Figure 1. Clock network drawn from the DEF (run 1).
The bar under the picture is 50 um long.
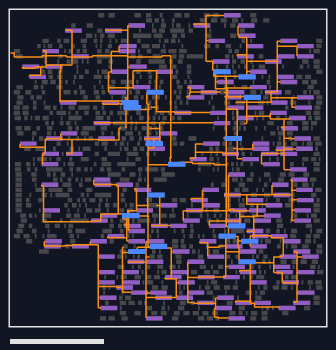
Figure 2. Gate families picked out (run 1).
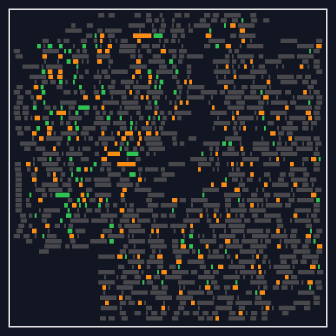
Figure 3. Placement view (run 1).
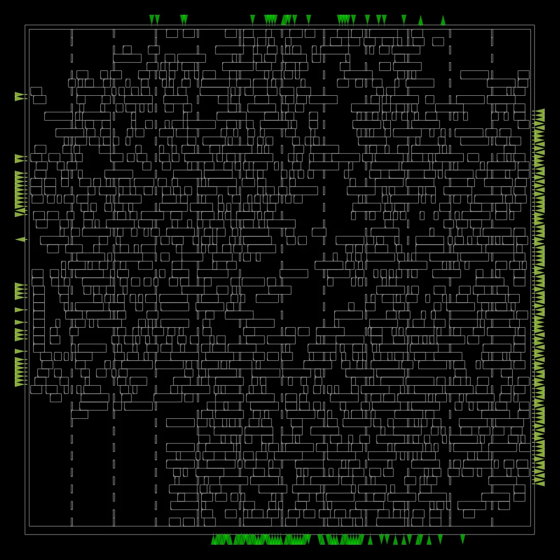
File: src/rtl/irq_pkg.sv
// Shared types for the interrupt path: the event coalescer upstream and the
// interrupt generator downstream import this one package.
package irq_pkg;

    typedef enum logic [1:0] {
        IDLE    = 2'd0,
        COLLECT = 2'd1,
        HOLDOFF = 2'd2
    } coal_state_t;

    // Output mode of the downstream interrupt generator.
    typedef enum logic [1:0] {
        IRQ_MODE_LEVEL = 2'd0,
        IRQ_MODE_PULSE = 2'd1,
        IRQ_MODE_EDGE  = 2'd2
    } irq_mode_t;

endpackage

File: src/rtl/irq_edge_detect.sv
// Per-source edge/level event detection; the previous-level register tracks
// the inputs even while disabled so re-enabling never produces a false edge.
module irq_edge_detect #(
    parameter int STATUS_W = 32
) (
    input  logic                clk_i,
    input  logic                rstn_i,
    input  logic                enable_i,
    input  logic [STATUS_W-1:0] event_i,
    input  logic [STATUS_W-1:0] edge_en_i,
    output logic [STATUS_W-1:0] det_o
);

    logic [STATUS_W-1:0] r_event_q;
    logic [STATUS_W-1:0] w_rise;
    logic [STATUS_W-1:0] w_sel;

    always_ff @(posedge clk_i or negedge rstn_i) begin
        if (!rstn_i) begin
            r_event_q <= '0;
        end else begin
            r_event_q <= event_i;
        end
    end

    assign w_rise = event_i & ~r_event_q;
    assign w_sel  = (edge_en_i & w_rise) | (~edge_en_i & event_i);
    assign det_o  = enable_i ? w_sel : '0;

endmodule

File: src/rtl/irq_event_coalescer.sv
// Batches detected source events into single-cycle status pulses, fired on an
// event-count threshold or timeout, with an optional holdoff between fires.
module irq_event_coalescer
    import irq_pkg::*;
#(
    parameter int STATUS_W = 32,
    parameter int CNT_W    = 8,
    parameter int TMR_W    = 16
) (
    input  logic                clk_i,
    input  logic                rstn_i,
    input  logic                enable_i,
    input  logic [STATUS_W-1:0] event_i,
    input  logic [STATUS_W-1:0] edge_en_i,
    input  logic [CNT_W-1:0]    thresh_i,
    input  logic [TMR_W-1:0]    timeout_i,
    input  logic [TMR_W-1:0]    holdoff_i,
    input  logic [STATUS_W-1:0] pend_clr_i,
    input  logic                ovf_clr_i,
    output logic [STATUS_W-1:0] status_o,
    output logic [STATUS_W-1:0] pending_o,
    output logic                overflow_o,
    output coal_state_t         dbg_state_o
);

    coal_state_t         r_state;
    logic [STATUS_W-1:0] r_acc;
    logic [CNT_W-1:0]    r_cnt;
    logic [TMR_W-1:0]    r_timer;
    logic [TMR_W-1:0]    r_hold;
    logic [STATUS_W-1:0] r_status;
    logic [STATUS_W-1:0] r_pending;
    logic                r_overflow;

    coal_state_t         w_state_nxt;
    logic [STATUS_W-1:0] w_acc_nxt;
    logic [CNT_W-1:0]    w_cnt_nxt;
    logic [TMR_W-1:0]    w_timer_nxt;
    logic [TMR_W-1:0]    w_hold_nxt;
    logic [STATUS_W-1:0] w_status_nxt;

    logic [STATUS_W-1:0] w_det;
    logic [STATUS_W-1:0] w_acc_det;
    logic                w_any;
    logic                w_cnt_max;
    logic [CNT_W-1:0]    w_cnt_inc;
    logic [CNT_W-1:0]    w_thresh_eff;
    logic                w_timeout_hit;
    logic                w_fire;
    logic                w_ovf_set;

    irq_edge_detect #(
        .STATUS_W (STATUS_W)
    ) u_edge_detect (
        .clk_i     (clk_i),
        .rstn_i    (rstn_i),
        .enable_i  (enable_i),
        .event_i   (event_i),
        .edge_en_i (edge_en_i),
        .det_o     (w_det)
    );

    assign w_any     = |w_det;
    assign w_acc_det = r_acc | w_det;
    assign w_cnt_max = (r_cnt == {CNT_W{1'b1}});
    // Counts cycles with any event, not the number of sources per cycle.
    assign w_cnt_inc = (w_any && !w_cnt_max) ? r_cnt + CNT_W'(1) : r_cnt;
    assign w_ovf_set = w_any & w_cnt_max;

    // A zero threshold behaves like one: fire on the first COLLECT cycle.
    assign w_thresh_eff  = (thresh_i == '0) ? CNT_W'(1) : thresh_i;
    assign w_timeout_hit = (timeout_i != '0) && (r_timer == '0);
    assign w_fire        = (r_state == COLLECT) &&
                           ((r_cnt >= w_thresh_eff) || w_timeout_hit);

    always_comb begin
        w_state_nxt  = r_state;
        w_acc_nxt    = r_acc;
        w_cnt_nxt    = r_cnt;
        w_timer_nxt  = r_timer;
        w_hold_nxt   = r_hold;
        w_status_nxt = '0;

        if (!enable_i) begin
            w_state_nxt = IDLE;
            w_acc_nxt   = '0;
            w_cnt_nxt   = '0;
            w_timer_nxt = '0;
            w_hold_nxt  = '0;
        end else begin
            case (r_state)
                IDLE: begin
                    w_acc_nxt = '0;
                    if (w_any) begin
                        w_acc_nxt   = w_det;
                        w_cnt_nxt   = CNT_W'(1);
                        w_timer_nxt = timeout_i;
                        w_state_nxt = COLLECT;
                    end
                end

                COLLECT: begin
                    if (w_fire) begin
                        // Events seen in the fire cycle ride along in this pulse.
                        w_status_nxt = w_acc_det;
                        w_acc_nxt    = '0;
                        w_cnt_nxt    = '0;
                        if (holdoff_i != '0) begin
                            w_hold_nxt  = holdoff_i;
                            w_state_nxt = HOLDOFF;
                        end else begin
                            w_state_nxt = IDLE;
                        end
                    end else begin
                        w_acc_nxt   = w_acc_det;
                        w_cnt_nxt   = w_cnt_inc;
                        w_timer_nxt = (r_timer != '0) ? r_timer - TMR_W'(1) : r_timer;
                    end
                end

                HOLDOFF: begin
                    w_acc_nxt = w_acc_det;
                    w_cnt_nxt = w_cnt_inc;
                    if (r_hold == '0) begin
                        if (w_acc_det != '0) begin
                            w_timer_nxt = timeout_i;
                            w_state_nxt = COLLECT;
                        end else begin
                            w_state_nxt = IDLE;
                        end
                    end else begin
                        w_hold_nxt = r_hold - TMR_W'(1);
                    end
                end

                default: begin
                    w_state_nxt = IDLE;
                    w_acc_nxt   = '0;
                    w_cnt_nxt   = '0;
                    w_timer_nxt = '0;
                    w_hold_nxt  = '0;
                end
            endcase
        end
    end

    always_ff @(posedge clk_i or negedge rstn_i) begin
        if (!rstn_i) begin
            r_state    <= IDLE;
            r_acc      <= '0;
            r_cnt      <= '0;
            r_timer    <= '0;
            r_hold     <= '0;
            r_status   <= '0;
            r_pending  <= '0;
            r_overflow <= 1'b0;
        end else begin
            r_state    <= w_state_nxt;
            r_acc      <= w_acc_nxt;
            r_cnt      <= w_cnt_nxt;
            r_timer    <= w_timer_nxt;
            r_hold     <= w_hold_nxt;
            r_status   <= w_status_nxt;
            // A fire in the same cycle as a clear strobe keeps the bit set.
            r_pending  <= (r_pending & ~pend_clr_i) | w_status_nxt;
            r_overflow <= w_ovf_set | (r_overflow & ~ovf_clr_i);
        end
    end

    assign status_o    = r_status;
    assign pending_o   = r_pending;
    assign overflow_o  = r_overflow;
    assign dbg_state_o = r_state;

endmodule

File: config.mk
export PLATFORM = sky130hd
export DESIGN_NAME = irq_event_coalescer
export DESIGN_NICKNAME = d
export VERILOG_FILES = /design/src/rtl/irq_pkg.sv /design/src/rtl/irq_edge_detect.sv /design/src/rtl/irq_event_coalescer.sv
export SDC_FILE = /design/constraint.sdc
export NUM_CORES = 1
export LEC_CHECK = 0
export CAP_MARGIN = 20
export CELL_PAD_IN_SITES_DETAIL_PLACEMENT = 1
export CELL_PAD_IN_SITES_GLOBAL_PLACEMENT = 1
export CORE_UTILIZATION = 30
export CTS_CLUSTER_SIZE = 14
export DETAILED_ROUTE_END_ITERATION = 10
export GPL_ROUTABILITY_DRIVEN = 0
export PLACE_DENSITY = 0.64
export SETUP_SLACK_MARGIN = 0.3
export SYNTH_ARGS = -nofsm -noshare
export SYNTH_HDL_FRONTEND = slang
export SYNTH_HIERARCHICAL = 1
export SYNTH_SLANG_ARGS = --single-unit
File: constraint.sdc
create_clock -name clk_i -period 2.8 [get_ports clk_i]
set_input_delay 0.28 -clock clk_i [delete_from_list [all_inputs] [get_ports clk_i]]
set_output_delay 0.28 -clock clk_i [all_outputs]
set_load 0.005 [all_outputs]
==> flow_metrics.py, run 1 <==
# Generated from Yosys and OpenROAD reports
metrics = {
    "status": {
        "outcome": "completed",
    },
    "clocking": {
        "htreeDepth": 4,
        "cts_buffers": 17,
        "clockBufferDepth": 2,
        "cts_setup_buffers": 6,
        "clock-sinks": 171,
        "cts-hold-fix-buffers": 1,
        "root_buffer": "clkbuf_16",
    },
    "synthesis": {
        "synth_warnings": 6,
        "synth-main-ff-cell": "dfrtp_1",
        "topCellsByArea": "dfrtp_1, nor2_1, a21oi_2",
        "synth_cells": 818,
        "syn-mean-instance-area_um2": 10.02,
        "ys_types": 70,
        "netlist.area_leader.share": 0.5218,
        "synthArstFlopShare": 1.000,
        "edf_count": 0,
        "ys_cells": 818,
        "ys_area_um2": 8200,
        "ys.flops": 171,
        "syn-cell-area_um2": 8200,
        "common_cells": "dfrtp_1, nor2_1, inv_1",
    },
    "worst_setup_path": {
        "worstRegToRegCells": 9,
        "critical_path_arrival_ps": 2730,
        "crit_type": "flip-flop to flip-flop",
        "crit_chain": "inv_2, ha_4, nand2b_4, a2111oi_4, o31a_1, nand3_4, a21boi_4, buf_12, mux2_4",
        "end_kind": "flip-flop",
        "critPathRequiredTime_ps": 3100,
        "r2r_slack_ps": 370,
        "slowest_stage": "dfrtp_1",
        "critical_path.top_delay_family": "AND-OR/OR-AND gates",
        "max_stage_delay_ps": 400,
    },
    "final_timing": {
        "tightest_slew_ps": 521.6,
        "slew_headroom": 0.6523,
        "max_freq_mhz": 412.3,
        "finalSetupViolCount": 0,
        "drv_slew": 0,
        "final_hold_viol_count": 0,
        "whs_ps": 314.0,
        "rsz0062_at_grt": "false",
        "period_minus_slack_ps": 2426,
    },
    "floorplan": {
        "ios": 207,
        "core-area_um2": 26880,
        "die_x_um": 167.3,
        "die_area_um2": 28000,
        "fp_util": 0.3051,
    },
    "pwr": {
        "ir_drop_mv": 0.3631,
        "comb-power_mw": 1.61,
        "p_sw_mw": 2.134,
        "p_comb_frac": 0.241,
        "p_seq_mw": 2.72,
        "maxPowerGroup": "sequential cells",
        "power.internal_mw": 4.570,
    },
    "grt": {
        "grt_pass1_wl_mm": 42.75,
        "track_usage": 0.1946,
        "met3_usage": 0.03262,
        "grt_max_degree": 70,
        "met1_usage": 0.2648,
    },
    "detailed_routing": {
        "drc": 0,
        "detail_route.iter0.violations": 326,
        "wl_mm": 26.73,
        "route.vias.total": 7326,
    },
    "layout": {
        "areaGrowthSynthToFinish_pct": 45.16,
        "drive_gt1_frac": 0.1759,
        "final_nets": 1239,
    },
    "min_path": {
        "hold_depth": 1,
    },
    "run": {
        "tool_warnings": 30,
        "cap_viol_max_count": 0,
    },
    "placed_design": {
        "portBuffers": 206,
    },
}
-- Figure 1 (at the start) --
legend:
  clock-net drivers:
    colour: blue
    count: 17
  clock wires:
    colour: orange
    length: 2420 um
  flip-flops:
    colour: purple
    count: 171
routed clock nets: 18
flops lie: all over the die
clock group share of total power: 0.353
Clock Latency Late Sink: 430 ps
power in the clock group: 2.37 mW

-- Figure 2 (at the start) --
legend:
  aoi and oai cells:
    colour: orange
    cells: 175
    most_used: a21oi_1
    where: all over the die
  nand cells:
    colour: green
    cells: 113
    most_used: nand2_1
    where: all over the die
Non-Filler Instances: 1439
Comb area share: 0.3011
most numerous logic cell after layout: clkdlybuf4s50_1

-- Figure 3 (at the start) --
Filler cells: 3037
flip-flop and latch count: 171
Seq area share: 0.3598
Core Util, Final: 0.4429
floorplan row count: 60

[run 1: area by class of cell]
cell class | instances | area (um2)
clock inverters | 14 | 143.9
fillers | 3037 | 14970
multi-input cells | 542 | 3585
diodes | 1 | 2.502
repair buffers | 283 | 2765
well taps | 341 | 426.7
flip-flops and latches | 171 | 4283
clock buffers | 18 | 439.2
inverters | 69 | 259.0
[run 1: layer usage]
layer  up-vias  part of all wire
li1       3456                 -
met5         -           0.00049
met1      3653              0.46
met4         2             0.011
met2       192              0.48
met3        23             0.048
[run 1: registers in the layout, summed over array words and instances (netlist names)]
name                     flops
r_hold                      16
r_timer                     16
overflow_o                   1
r_acc                       32
status_o                    32
u_edge_detect/r_event_q     32
dbg_state_o                  2
r_cnt                        8
pending_o                   32
[run 1: stage by stage]
| step | utilization | setup TNS (ps) | cells | setup slack [ps] | total power, mW |
|---|---|---|---|---|---|
| after floorplan | - | 0 | 818 | 294.8 | 3.609 |
| after global placement | 0.4133 | -23770 | 1392 | -350.2 | 4.281 |
| after detailed placement | 0.4133 | -32300 | 1392 | -423.0 | 4.302 |
| after CTS | 0.4383 | 0 | 1432 | 302.7 | 6.752 |
| after global routing | 0.4428 | 0 | 1438 | 297.9 | 7.032 |
| final | 0.4429 | 0 | 1439 | 374.4 | 6.703 |
[run 1: cell families after synthesis]
kind of cell / Yosys count / share of synthesized area
buffers and inverters: 105 / 0.05813
AOI/OAI and AO/OA: 202 / 0.1755
xor gates and xnor gates: 7 / 0.007476
and+or+nand+nor: 301 / 0.1874
muxes: 17 / 0.02685
adders and majority gates: 15 / 0.02289
DFF: 171 / 0.5218
[run 1: worst reg2reg max path: cells and delay by family, from the launching register on]
kind / cells / cell delay (ps)
compound gates: 3 / 880
flops: 1 / 400
buf+inv: 2 / 280
simple gates: 2 / 260
fa+ha+maj: 1 / 200
mux: 1 / 300
[run 1: worst paths after layout]
| path | from | end |
|---|---|---|
| worst min register to register | pending_o[15] | pending_o[15] |
| worst max-delay path | r_cnt[0] | r_hold[13] |
| worst min-delay path | event_i[20] | u_edge_detect/r_event_q[20] |
| min in group asynchronous | rstn_i | r_timer[9] |
| max in group asynchronous | rstn_i | pending_o[15] |
| worst max register to register | r_cnt[0] | r_hold[13] |
[run 1: placed cells by master, fill, tap and decap left out, drive strengths merged, types with 3 or more instances in the layout]
master | synthesis | routed
buf | 19 | 81
nor2b | 5 | 5
a22oi | 9 | 9
and2 | 5 | 5
clkbuf | 17 | 18
inv | 69 | 78
nor4 | 32 | 32
mux2i | 4 | 4
nor3 | 11 | 11
o31ai | 3 | 3
nand3 | 19 | 19
nor2 | 119 | 119
and3 | 3 | 3
clkdlybuf4s50 | 0 | 196
o21ai | 17 | 17
xnor2 | 5 | 5
a221o | 5 | 5
a32o | 8 | 8
ha | 15 | 15
nand2 | 64 | 64
dlygate4sd2 | 0 | 4
dfrtp | 171 | 171
o211ai | 15 | 15
nand3b | 5 | 5
o22ai | 33 | 33
nand2b | 4 | 4
nand4 | 20 | 20
o21a | 5 | 5
a21oi | 75 | 75
mux2 | 13 | 13
clkinvlp | 0 | 3
or4 | 6 | 6
a31oi | 10 | 10
==> run 2, diff against run 1 <==
==> constraint.sdc (replaced) <==
create_clock -name clk_i -period 3.05 [get_ports clk_i]
set_input_delay 0.305 -clock clk_i [delete_from_list [all_inputs] [get_ports clk_i]]
set_output_delay 0.305 -clock clk_i [all_outputs]
set_load 0.005 [all_outputs]
==> flow_metrics.py, run 2 <==
# Generated from Yosys and OpenROAD reports
metrics = {
    "grt": {
        "met1_usage": 0.2642,
        "grt_use_met2": 0.3185,
        "met3_usage": 0.03545,
        "antenna_found_initial": 2,
        "grt_pass1_wl_mm": 42.51,
        "grt-busiest-layer": "met2",
        "grt_max_degree": 61,
        "grt_pass1_vias": 7610,
        "track_usage": 0.1938,
        "grt.overflow.total": 0,
    },
    "worst_setup_path": {
        "cp-start-kind": "primary input",
        "regToRegEndpoint": "r_hold[8]",
        "end_kind": "flip-flop",
        "cp_max_fo": 5,
        "critical_path_arrival_ps": 2930,
        "critPathRequiredTime_ps": 3370,
        "r2r-start": "r_hold[0]",
        "crit_type": "primary input to flip-flop",
        "worstRegToRegCells": 9,
        "crit_chain": "clkdlybuf4s50_1, a41o_1, ha_1, nand2b_4, a2111oi_4, buf_4, o31a_1, nand3_4, buf_6, nor4bb_4, a221o_1",
        "r2r_slack_ps": 460,
        "max_stage_delay_ps": 410,
        "slowest_stage": "clkdlybuf4s50_1",
    },
    "synthesis": {
        "syn-mean-instance-area_um2": 10.02,
        "ys_area_um2": 8200,
        "floorplan.nets": 973,
        "top_logic_kind": "simple AND/OR/NAND/NOR gates",
        "syn-cell-area_um2": 8200,
        "edf_count": 0,
        "xor_share": 0.007476,
        "synthArstFlopShare": 1.000,
        "netlist.area_leader.share": 0.5218,
        "synth_warnings": 6,
        "synth-compound-area-share": 0.1755,
        "adder_share": 0.02289,
        "synth-main-ff-cell": "dfrtp_1",
        "ys_seq_frac": 0.5218,
        "simple_gate_share": 0.1874,
        "common_cells": "dfrtp_1, nor2_1, inv_1",
        "ys.flops": 171,
        "top_area_cell": "dfrtp_1",
        "ys_cells": 818,
        "synth_cells": 818,
        "top_cell": "dfrtp_1",
        "topCellsByArea": "dfrtp_1, nor2_1, a21oi_2",
        "synthMuxAreaShare": 0.02685,
        "ys_types": 70,
    },
    "min_path": {
        "min_path_type": "primary input to flip-flop",
        "hold_depth": 1,
        "hold_path.startpoint": "event_i[3]",
        "hold_end": "u_edge_detect/r_event_q[3]",
    },
    "final_timing": {
        "fin_crit_sh": 0.8565,
        "final_hold_viol_count": 0,
        "layout_setup_ws_ps": 437.8,
        "period_minus_slack_ps": 2612,
        "tightest_slew_ps": 991.4,
        "slew_headroom": 0.3390,
        "max_freq_mhz": 382.8,
        "rsz0062_at_grt": "false",
        "drv_slew": 0,
        "finalSetupViolCount": 0,
    },
    "pwr": {
        "seqPwrFrac": 0.409,
        "p_sw_mw": 1.979,
        "p_sw_frac": 0.3243,
        "power_per_cell_area_nw_per_um2": 524.0,
        "total_power_mw": 6.103,
        "ir_drop_mv": 0.3757,
        "power.internal_mw": 4.124,
        "p_comb_frac": 0.229,
        "leakage_nw": 4.967,
    },
    "clocking": {
        "htreeDepth": 4,
        "clock-sinks": 171,
        "cts_buffers": 17,
        "clkTransAtPathRegs_ps": 80,
        "tritoncts": "yes",
        "clockBufferDepth": 2,
        "root_buffer": "clkbuf_16",
    },
    "layout": {
        "layout_top_cell": "clkdlybuf4s50_1",
        "fin_util": 0.4334,
        "areaGrowthSynthToFinish_pct": 42.04,
        "final_cell_mix": "clkdlybuf4s50_1, dfrtp_1, nor2_1, inv_1, nand2_1",
        "drive_gt1_frac": 0.1411,
        "final_nets": 1212,
    },
    "placed_design": {
        "dp_hpwl_mm": 19.16,
        "portBuffers": 206,
        "pre_cts_slack_ps": -387.1,
    },
    "floorplan": {
        "rows": 60,
        "die_x_um": 167.3,
        "ios": 207,
        "fp_util": 0.3051,
        "core-area_um2": 26880,
        "fp.dieH_um": 167.3,
        "die_area_um2": 28000,
    },
    "detailed_routing": {
        "detail_route.iter0.violations": 330,
        "ant_nets": 0,
        "wire_per_inst_um": 18.68,
        "via_per_inst": 5.120,
        "first_pass_iters": 4,
        "drc": 0,
    },
    "status": {
        "outcome": "completed",
    },
    "run": {
        "cap_viol_max_count": 0,
        "tool_warnings": 29,
    },
}
==> run 2: cell counts after synthesis <==
No cell type changed its count.
==> run 2: timing repair <==
action	in CTS	in global routing
gates resized	7	18
setup endpoints to repair	80	92
buffers inserted	2	3
hold endpoints to repair	57	0
pin swaps	6	9
hold buffers	1	0
==> run 2: final cells by class <==
cell class / instances / area, um2
diodes: 1 / 2.502
clock buffers: 17 / 425.4
clock inverters: 15 / 175.2
fillers: 3005 / 15230
inverters: 69 / 259.0
multi-input cells: 542 / 3513
flip-flops and latches: 171 / 4279
well taps: 341 / 426.7
repair buffers: 256 / 2566
==> run 2: how the worst max path moves through the flow <==
stage	startpoint	end	slack, ps	cells after the start
after global routing	r_hold[0]	r_hold[9]	310	9
after CTS	thresh_i[2]	r_hold[8]	320	12
final	thresh_i[0]	r_hold[12]	440	11
after global placement	thresh_i[1]	r_hold[2]	-380	12
after detailed placement	thresh_i[1]	r_hold[6]	-390	12
after floorplan	thresh_i[1]	r_hold[0]	340	10
==> run 2: per-layer routing <==
layer	routed length, um	vias to the layer above
li1	-	3405
met5	17	-
met1	12350	3620
met2	12580	180
met4	273	2
met3	1155	22
==> run 2: logic make-up (layout without fill, tap and decap cells) <==
group                    count (synthesis)  count (layout)
AND/OR/NAND/NOR                        301             301
AND-OR/OR-AND                          202             202
other                                    0               1
multiplexers                            17              17
flip-flops                             171             171
adder cells (fa/ha/maj)                 15              15
buffers and inverters                  105             357
XOR/XNOR                                 7               7
==> run 2: stage by stage <==
| step | hold WS [ps] | area [um2] | std cells | TNS (ps) |
|---|---|---|---|---|
| floorplan | 9.409 | 8202 | 818 | 0 |
| global placement | 354.1 | 10900 | 1373 | -25440 |
| detailed placement | 357.2 | 10900 | 1373 | -25360 |
| CTS | 297.8 | 11560 | 1408 | 0 |
| global route | 316.0 | 11640 | 1411 | 0 |
| finish | 320.8 | 11650 | 1412 | 0 |
==> run 2: power by group through the flow <==
stage / clock (mW) / sequential, mW / combinational (mW)
final: 2.21 / 2.50 / 1.40
after detailed placement: 0 / 2.54 / 1.34
after CTS: 2.28 / 2.50 / 1.38
after global routing: 2.35 / 2.52 / 1.54
after global placement: 0 / 2.53 / 1.33
after floorplan: 0 / 2.51 / 0.792
==> run 2: critical path, delay by kind of cell <==
family          cells  cell delay [ps]
compound gates      4             1120
fa+ha+maj           1              290
buf+inv             3              770
simple gates        3              460
Figure 4. Clock network drawn from the DEF (run 2).
The bar under the picture is 50 um long.
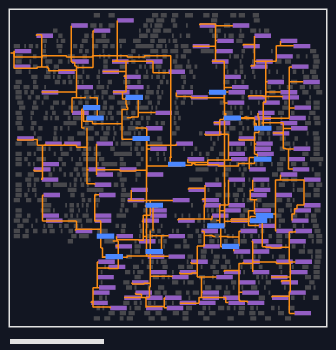
legend:
  flip-flops:
    colour: purple
    count: 171
  clock wires:
    colour: orange
    length: 2440 um
  clock-net drivers:
    colour: blue
    count: 17
routed clock nets: 18
Clock Latency Late Sink: 440 ps
clock skew: 17.18 ps
power in the clock group: 2.21 mW
clock group share of total power: 0.362

Figure 5. Signal wires on met2 (run 2).
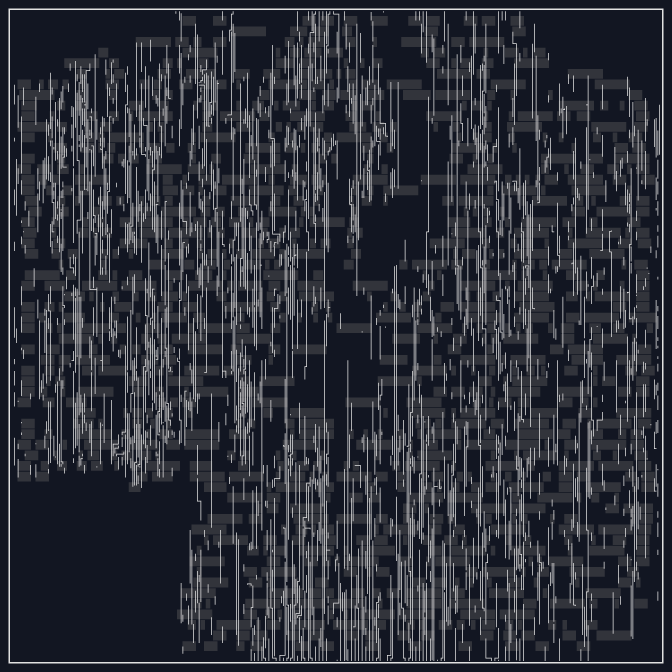
longest straight run: 75.1 um
share of all routed wire: 48%
final wirelength: 26.38 mm
routed vias: 7229

Figure 6. Gate families picked out (run 2).
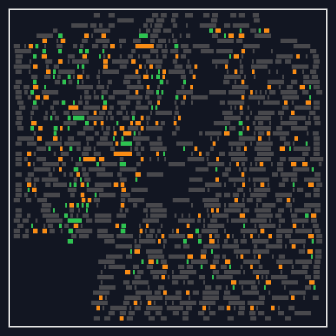
Non-Filler Instances: 1412
Comb area share: 0.3016

==> run 3, diff against run 2 <==
--- a/config.mk
+++ b/config.mk
@@ -12,9 +12,11 @@
 export CTS_CLUSTER_SIZE = 14
 export DETAILED_ROUTE_END_ITERATION = 10
 export GPL_ROUTABILITY_DRIVEN = 0
+export GPL_TIMING_DRIVEN = 0
 export PLACE_DENSITY = 0.64
 export SETUP_SLACK_MARGIN = 0.3
 export SYNTH_ARGS = -nofsm -noshare
 export SYNTH_HDL_FRONTEND = slang
 export SYNTH_HIERARCHICAL = 1
 export SYNTH_SLANG_ARGS = --single-unit
+export TNS_END_PERCENT = 30
==> flow_metrics.py, run 3 <==
# Generated from Yosys and OpenROAD reports
metrics = {
    "placed_design": {
        "dp_hpwl_mm": 19.84,
        "dp.cells": 1366,
        "portBuffers": 206,
        "pre_cts_slack_ps": -853.7,
        "placed_area_um2": 10720,
    },
    "worst_setup_path": {
        "r2r_slack_ps": 410,
        "max_stage_delay_ps": 450,
        "r2r-start": "r_hold[0]",
        "critPathRequiredTime_ps": 3360,
        "crit_chain": "clkdlybuf4s50_1, inv_1, a41o_1, ha_1, nand2b_4, a2111oi_4, o31a_1, buf_4, nand2_1, nor4b_4, a221o_1",
        "regToRegEndpoint": "r_hold[4]",
        "worstRegToRegCells": 10,
        "end_kind": "flip-flop",
        "critical_path_arrival_ps": 2950,
        "critPathBufInv": 3,
        "cp_max_fo": 5,
    },
    "final_timing": {
        "drv_slew": 0,
        "rsz0062_at_grt": "false",
        "slew_headroom": 0.4622,
        "final_hold_viol_count": 0,
        "max_freq_mhz": 378.2,
        "tightest_slew_ps": 806.7,
        "period_minus_slack_ps": 2644,
    },
    "clocking": {
        "clk_latency_ps": 430,
        "root_buffer": "clkbuf_16",
        "clkTransAtPathRegs_ps": 70,
    },
    "floorplan": {
        "ios": 207,
        "fp.dieH_um": 167.3,
        "die_area_um2": 28000,
    },
    "detailed_routing": {
        "first_pass_iters": 4,
        "wl_mm": 26.59,
        "ant_nets": 0,
        "detail_route.iter0.violations": 346,
        "drc": 0,
    },
    "pwr": {
        "power_per_cell_area_nw_per_um2": 515.6,
        "p_comb_frac": 0.245,
        "pwr-share-clk": 0.341,
        "power.internal_mw": 4.135,
        "seqPwrFrac": 0.414,
        "p_sw_mw": 1.893,
        "p_sw_frac": 0.3140,
    },
    "synthesis": {
        "ys.flops": 171,
        "edf_count": 0,
        "ys_area_um2": 8200,
        "synthArstFlopShare": 1.000,
        "ys_seq_frac": 0.5218,
        "synth_warnings": 6,
        "synth-main-ff-cell": "dfrtp_1",
        "floorplan.nets": 973,
        "netlist.area_leader.share": 0.5218,
        "ys_types": 70,
        "top_cell": "dfrtp_1",
        "syn-mean-instance-area_um2": 10.02,
        "common_cells": "dfrtp_1, nor2_1, inv_1",
    },
    "layout": {
        "layout_top_cell": "clkdlybuf4s50_1",
        "fin_util": 0.4351,
        "final_cell_mix": "clkdlybuf4s50_1, dfrtp_1, nor2_1, inv_1, nand2_1",
        "design_area_um2": 11690,
    },
    "status": {
        "outcome": "completed",
    },
    "min_path": {
        "hold_path.startpoint": "event_i[3]",
        "min_path_type": "primary input to flip-flop",
    },
    "grt": {
        "antenna_found_initial": 1,
        "grt_pass1_wl_mm": 42.46,
        "grt.overflow.total": 0,
    },
}
run 3: area by class of cell:
type / count / area [um2]
buffer: 36 / 300.3
antenna: 1 / 2.502
fill: 3052 / 15180
timing repair buffer: 227 / 2286
multi-input combinational: 542 / 3588
inverter: 69 / 259.0
clock buffer: 19 / 442.9
sequential: 171 / 4279
tap: 341 / 426.7
clock inverter: 12 / 107.6
run 3: metrics by stage:
stage               total power, mW  hold slack, ps
CTS                           6.040           327.1
global placement              3.851           503.3
detailed placement            3.865           393.6
finish                        6.028           344.4
floorplan                     3.298           9.409
global route                  6.327           336.0
run 3: worst max-delay path by stage:
| stage | to | slack (ps) | cells after the start | start |
|---|---|---|---|---|
| 3_3_place_gp | pending_o[18] | -6110 | 1 | rstn_i |
| 4_1_cts | r_hold[9] | 300 | 11 | thresh_i[7] |
| 6_report | r_hold[11] | 410 | 11 | thresh_i[3] |
| 2_1_floorplan | r_hold[0] | 340 | 10 | thresh_i[1] |
| 3_5_place_dp | r_timer[10] | -850 | 11 | enable_i |
| 5_1_grt | r_timer[10] | 300 | 13 | enable_i |
run 3: cell families (layout without fill, tap and decap cells):
family | Yosys count | after routing | share of synthesized area
fa+ha+maj | 15 | 15 | 0.02289
compound gates | 202 | 202 | 0.1755
xor+xnor | 7 | 7 | 0.007476
other cells | 0 | 1 | 0
simple gates | 301 | 301 | 0.1874
flops | 171 | 171 | 0.5218
buf+inv | 105 | 363 | 0.05813
mux | 17 | 17 | 0.02685
run 3: power groups by stage:
| stage | sequential [mW] | clock [mW] | combinational, mW |
|---|---|---|---|
| global placement | 2.53 | 0 | 1.32 |
| detailed placement | 2.53 | 0 | 1.33 |
| finish | 2.50 | 2.06 | 1.47 |
| floorplan | 2.51 | 0 | 0.792 |
| global route | 2.51 | 2.20 | 1.62 |
| CTS | 2.49 | 2.12 | 1.42 |
run 3: timing repair:
item                                   4_1_cts  5_1_grt
cloned                                       1        0
endpoints found under the hold margin       95        0
pin swaps                                    8        8
setup buffers                               13        5
setup endpoints to repair                  138      128
hold buffers                                 1        0
resized                                     26       54
run 3: layer usage:
metal / vias up / wire, um / share of wire / global-route usage
met5: - / 0 / 0 / 0
met1: 3553 / 12480 / 0.47 / 0.2668
met3: 18 / 1129 / 0.042 / 0.03262
met4: 0 / 207 / 0.0078 / 0.03909
li1: 3414 / - / - / -
met2: 181 / 12770 / 0.48 / 0.3196
run 3: worst register-to-register path, delay by kind of cell (launching register included):
kind                       cells  cell delay, ps
and+or+nand+nor                2             380
DFF                            1             430
muxes                          1             300
AOI/OAI and AO/OA              3             850
buffers and inverters          3             360
adders and majority gates      1             220
Figure 7. Signal wires on met2 (run 3).
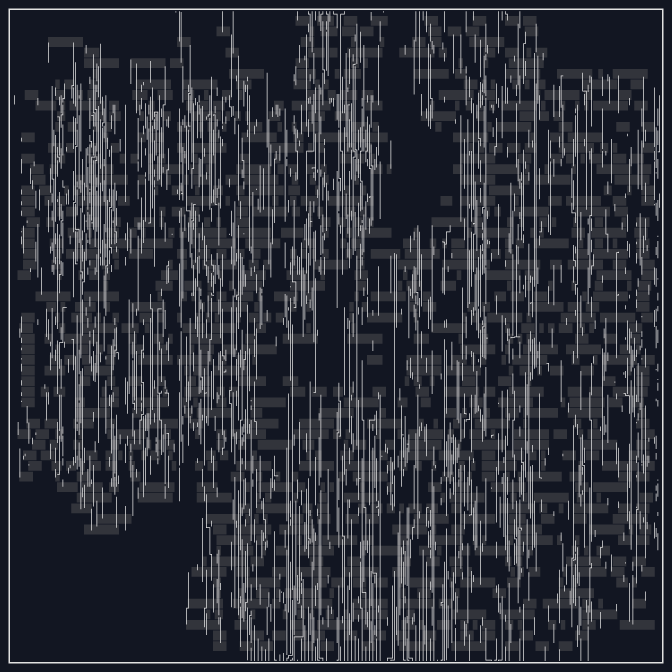
wire length on this layer: 12800 um
longest straight run: 86.4 um
routed vias: 7166
met2 usage: 0.3196

Figure 8. Placement view (run 3).
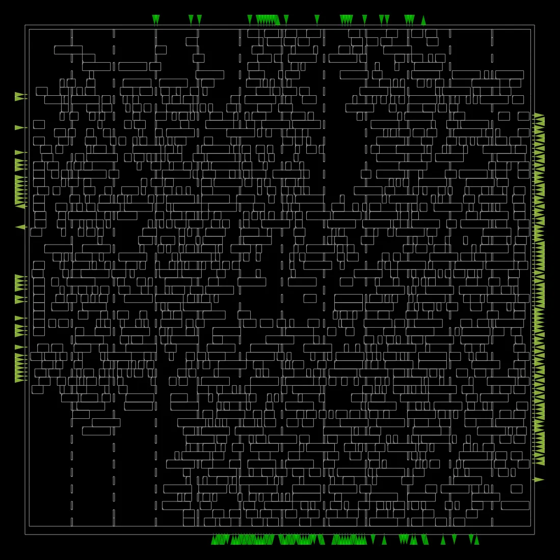
Seq area share: 0.3660
Non-Filler Instances: 1418
Tapcell Cnt: 341
Filler cells: 3052
CORE AREA: 26880 um2

Figure 9. Gate families picked out (run 3).
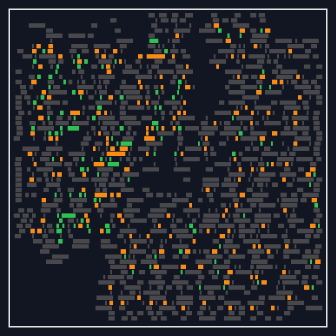
legend:
  nand cells:
    colour: green
    cells: 113
    most_used: nand2_1
    where: all over the die
  aoi and oai cells:
    colour: orange
    cells: 175
    most_used: a21oi_1
    where: all over the die
Comb area share: 0.3069

No activity file was given, so power comes from the tool's default toggle rates.
